===== config.mk =====
export PLATFORM = sky130hd
export DESIGN_NAME = hilo_read_ctrl
export DESIGN_NICKNAME = d
export VERILOG_FILES = /design/src/rtl/hilo_read_ctrl_pkg.sv /design/src/rtl/hilo_regfile.sv /design/src/rtl/hilo_read_ctrl.sv
export SDC_FILE = /design/constraint.sdc
export NUM_CORES = 1
export LEC_CHECK = 0
export CORE_ASPECT_RATIO = 1.25
export CORE_MARGIN = 3
export CORE_UTILIZATION = 35
export CTS_CLUSTER_SIZE = 8
export DETAILED_ROUTE_END_ITERATION = 7
export PLACE_DENSITY = 0.77
export SKIP_LAST_GASP = 1
export SYNTH_ARGS = -nofsm -noshare
export SYNTH_HDL_FRONTEND = slang
export SYNTH_SLANG_ARGS = --single-unit

===== constraint.sdc =====
create_clock -name clk -period 3.9 [get_ports clk]
set_input_delay 0.39 -clock clk [delete_from_list [all_inputs] [get_ports clk]]
set_output_delay 0.39 -clock clk [all_outputs]
set_load 0.005 [all_outputs]

===== src/rtl/hilo_read_ctrl_pkg.sv =====
// Shared function-code encodings and divider payload layout for the EX stage.
// Consumed by both the HI/LO read controller and the ALU control decoder.
package hilo_read_ctrl_pkg;

  localparam int unsigned FUNCT_CODE_W = 6;
  localparam int unsigned DATA_W       = 32;
  localparam int unsigned HILO_W       = 2 * DATA_W;
  localparam int unsigned CNT_W        = 7;

  // ALU / shift encodings
  localparam logic [FUNCT_CODE_W-1:0] FUNCT_SLL  = 6'd0;
  localparam logic [FUNCT_CODE_W-1:0] FUNCT_SRL  = 6'd2;
  localparam logic [FUNCT_CODE_W-1:0] FUNCT_SRA  = 6'd3;
  localparam logic [FUNCT_CODE_W-1:0] FUNCT_SLLV = 6'd4;
  localparam logic [FUNCT_CODE_W-1:0] FUNCT_SRLV = 6'd6;
  localparam logic [FUNCT_CODE_W-1:0] FUNCT_SRAV = 6'd7;
  localparam logic [FUNCT_CODE_W-1:0] FUNCT_ADD  = 6'd32;
  localparam logic [FUNCT_CODE_W-1:0] FUNCT_ADDU = 6'd33;
  localparam logic [FUNCT_CODE_W-1:0] FUNCT_SUB  = 6'd34;
  localparam logic [FUNCT_CODE_W-1:0] FUNCT_SUBU = 6'd35;
  localparam logic [FUNCT_CODE_W-1:0] FUNCT_AND  = 6'd36;
  localparam logic [FUNCT_CODE_W-1:0] FUNCT_OR   = 6'd37;
  localparam logic [FUNCT_CODE_W-1:0] FUNCT_XOR  = 6'd38;
  localparam logic [FUNCT_CODE_W-1:0] FUNCT_NOR  = 6'd39;
  localparam logic [FUNCT_CODE_W-1:0] FUNCT_SLT  = 6'd42;
  localparam logic [FUNCT_CODE_W-1:0] FUNCT_SLTU = 6'd43;

  // HI/LO and divide encodings
  localparam logic [FUNCT_CODE_W-1:0] FUNCT_MFHI = 6'd16;
  localparam logic [FUNCT_CODE_W-1:0] FUNCT_MFLO = 6'd18;
  localparam logic [FUNCT_CODE_W-1:0] FUNCT_DIVU = 6'd27;

  // Divider result bus: remainder lands in HI, quotient in LO
  typedef struct packed {
    logic [DATA_W-1:0] rem;
    logic [DATA_W-1:0] quo;
  } div_result_t;

endpackage


===== src/rtl/hilo_regfile.sv =====
// HI/LO register pair: 64-bit write of {HI,LO}, 32-bit selectable read.
module hilo_regfile
  import hilo_read_ctrl_pkg::*;
(
  input  logic              clk,
  input  logic              reset,
  input  logic              wr_en,
  input  logic [HILO_W-1:0] wr_data,
  input  logic              rd_hi,
  output logic [DATA_W-1:0] rd_data_c,
  output logic [DATA_W-1:0] hi_out,
  output logic [DATA_W-1:0] lo_out
);

  logic [DATA_W-1:0] hi_q, hi_d;
  logic [DATA_W-1:0] lo_q, lo_d;
  div_result_t       wr_s;

  assign wr_s = div_result_t'(wr_data);

  always_comb begin
    hi_d = hi_q;
    lo_d = lo_q;
    if (wr_en) begin
      hi_d = wr_s.rem;
      lo_d = wr_s.quo;
    end
  end

  always_ff @(posedge clk or negedge reset) begin
    if (!reset) begin
      hi_q <= '0;
      lo_q <= '0;
    end else begin
      hi_q <= hi_d;
      lo_q <= lo_d;
    end
  end

  assign rd_data_c = rd_hi ? hi_q : lo_q;
  assign hi_out    = hi_q;
  assign lo_out    = lo_q;

endmodule


===== src/rtl/hilo_read_ctrl.sv =====
// EX-stage controller for DIVU and MFHI/MFLO: launches the divider, waits with
// a timeout, commits the result to HI/LO and serves reads with forwarding.
module hilo_read_ctrl
  import hilo_read_ctrl_pkg::*;
#(
  parameter int unsigned TIMEOUT = 40,
  parameter int unsigned FUNCT_W = 6
) (
  input  logic               clk,
  input  logic               reset,
  input  logic               issue,
  input  logic [FUNCT_W-1:0] funct,
  output logic               div_start,
  input  logic               div_done,
  input  logic [HILO_W-1:0]  div_result,
  output logic               stall,
  output logic [DATA_W-1:0]  read_data,
  output logic               read_valid,
  output logic [DATA_W-1:0]  hi_out,
  output logic [DATA_W-1:0]  lo_out,
  output logic               err
);

  localparam logic [0:0] ST_IDLE = 1'b0;
  localparam logic [0:0] ST_BUSY = 1'b1;

  logic [0:0]        state_q, state_d;
  logic [CNT_W-1:0]  cnt_q, cnt_d;
  logic              start_q, start_d;
  logic              rvalid_q, rvalid_d;
  logic [DATA_W-1:0] rdata_q, rdata_d;
  logic              err_q, err_d;

  logic              is_divu, is_mfhi, is_mflo, is_read;
  logic              busy, done_acc, accept;
  logic [DATA_W-1:0] rf_rd_data, fwd_data;
  div_result_t       res_s;

  assign is_divu  = issue & (funct == FUNCT_W'(FUNCT_DIVU));
  assign is_mfhi  = issue & (funct == FUNCT_W'(FUNCT_MFHI));
  assign is_mflo  = issue & (funct == FUNCT_W'(FUNCT_MFLO));
  assign is_read  = is_mfhi | is_mflo;
  assign busy     = (state_q == ST_BUSY);
  assign done_acc = busy & div_done;
  // An instruction proceeds when idle, or in the very cycle the divide lands
  assign accept   = ~busy | div_done;
  assign stall    = busy & (is_divu | is_read) & ~div_done;

  assign res_s    = div_result_t'(div_result);
  assign fwd_data = is_mfhi ? res_s.rem : res_s.quo;

  hilo_regfile u_regfile (
    .clk       (clk),
    .reset     (reset),
    .wr_en     (done_acc),
    .wr_data   (div_result),
    .rd_hi     (is_mfhi),
    .rd_data_c (rf_rd_data),
    .hi_out    (hi_out),
    .lo_out    (lo_out)
  );

  // Next-state, counter and registered-output logic
  always_comb begin
    state_d  = state_q;
    cnt_d    = cnt_q;
    start_d  = 1'b0;
    rvalid_d = 1'b0;
    rdata_d  = rdata_q;
    err_d    = err_q;

    if (accept && is_read) begin
      rvalid_d = 1'b1;
      rdata_d  = done_acc ? fwd_data : rf_rd_data;
    end

    case (state_q)
      ST_IDLE: begin
        if (is_divu) begin
          start_d = 1'b1;
          cnt_d   = '0;
          state_d = ST_BUSY;
        end
      end
      ST_BUSY: begin
        if (div_done) begin
          if (is_divu) begin
            start_d = 1'b1;
            cnt_d   = '0;
          end else begin
            state_d = ST_IDLE;
          end
        end else if (cnt_q == CNT_W'(TIMEOUT)) begin
          err_d   = 1'b1;
          state_d = ST_IDLE;
        end else begin
          cnt_d = cnt_q + CNT_W'(1);
        end
      end
      default: state_d = ST_IDLE;
    endcase
  end

  always_ff @(posedge clk or negedge reset) begin
    if (!reset) begin
      state_q  <= ST_IDLE;
      cnt_q    <= '0;
      start_q  <= 1'b0;
      rvalid_q <= 1'b0;
      rdata_q  <= '0;
      err_q    <= 1'b0;
    end else begin
      state_q  <= state_d;
      cnt_q    <= cnt_d;
      start_q  <= start_d;
      rvalid_q <= rvalid_d;
      rdata_q  <= rdata_d;
      err_q    <= err_d;
    end
  end

  assign div_start  = start_q;
  assign read_valid = rvalid_q;
  assign read_data  = rdata_q;
  assign err        = err_q;

endmodule


Figure 1. Placement view.
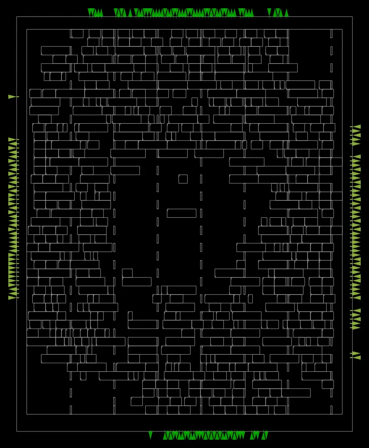
number of standard cells in the final layout excluding fillers: 665
number of sequential storage elements: 107
Seq/total area: 40.84%
fraction of the core area covered by cells at the end of the flow: 53.41%
core outline area: 12270 um^2

Figure 2. Placement by cell class.
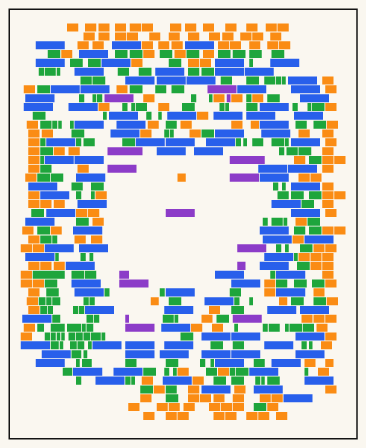
- clock drivers and dummy loads: purple (cells 15; share of their area 4.9%)
- remaining buffers and delay cells: orange (cells 177; share of their area 28%)
- registers: blue (cells 107; share of their area 42%)
- remaining logic cells: green (cells 202; share of their area 25%)

==> flow_metrics.py <==
# Generated from Yosys and OpenROAD reports
metrics = {
    "status": {
        "outcome": "completed",
    },
    "pwr": {
        "cellLeakagePower_uw": 0.003100,
    },
    "cts": {
        "cts.htree.levels": 3,
        "post_cts_resize_count": 0,
        "longest_clk_path_bufs": 2,
    },
    "grt": {
        "globalRoute.totalOverflow": 0,
        "groute.layer.met3.usage_pct": 4.557,
        "maximum_number_of_pins_on_one_net_before_global_route_repair": 66,
        "groute.usage.overall_pct": 15.44,
        "antenna_found_initial": 0,
    },
    "final_timing": {
        "setup_repair_after_global_routing_missed_its_margin": "no",
        "finalHoldWorstSlack_ns": 0.03794,
        "final_critical_path_setup_slack_ns": 1.588,
        "timing_worst_slew_pin_value_ns": 0.8747,
    },
    "yosys": {
        "synthesis.area_um2": 4438,
    },
    "final_layout": {
        "nonClockBufferCount": 177,
        "num-nets-final": 573,
        "portion_of_the_layout_cell_area_used_by_non_clock_buffers_pct": 26.83,
    },
    "worst_setup_path": {
        "endpoint_of_the_most_critical_register_to_register_path": "read_data[30]",
        "critical_path.startpoint": "div_done",
    },
    "placed_design": {
        "place.detailed.instances": 650,
    },
    "floorplan": {
        "fp-row-count": 45,
    },
}
Figure 3. Placement density heat map.
The die is cut into 11 by 13 equal tiles; white is low, dark blue is high, 0 to 100% covered.
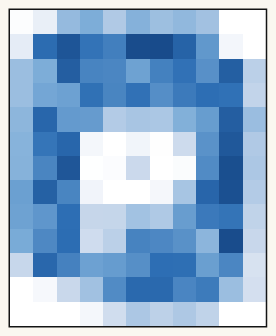
- fullest tile: 89%
- densest ninth of the die: top centre
- mean over tiles: 45%
- nearly empty tiles: 12%
- emptiest ninth of the die: centre

## cell usage in the layout, fill, tap and decap left out, drive strengths merged, types with 3 or more instances in the layout
cell           instances
nand4                  3
mux2                  64
and3                   3
clkdlybuf4s50        172
mux2i                 32
o21ai                 37
buf                    5
nand3                  4
clkbuf                11
dfrtp                107
inv                    4
nand2                 36
## cells by family after synthesis
kind of cell / Yosys count / synth area share, %
mux: 96 / 23.46
simple gates: 57 / 6.513
flops: 107 / 60.33
buf+inv: 22 / 3.890
compound gates: 40 / 4.652
xor+xnor: 3 / 0.5922
fa+ha+maj: 2 / 0.5638
## power breakdown
group	internal [uW]	switching [uW]
registers	1250	77.4
logic	402	204
clock network	561	378
total	2210	659
Power figures rest on the tool's default switching activity, not on a simulated workload.
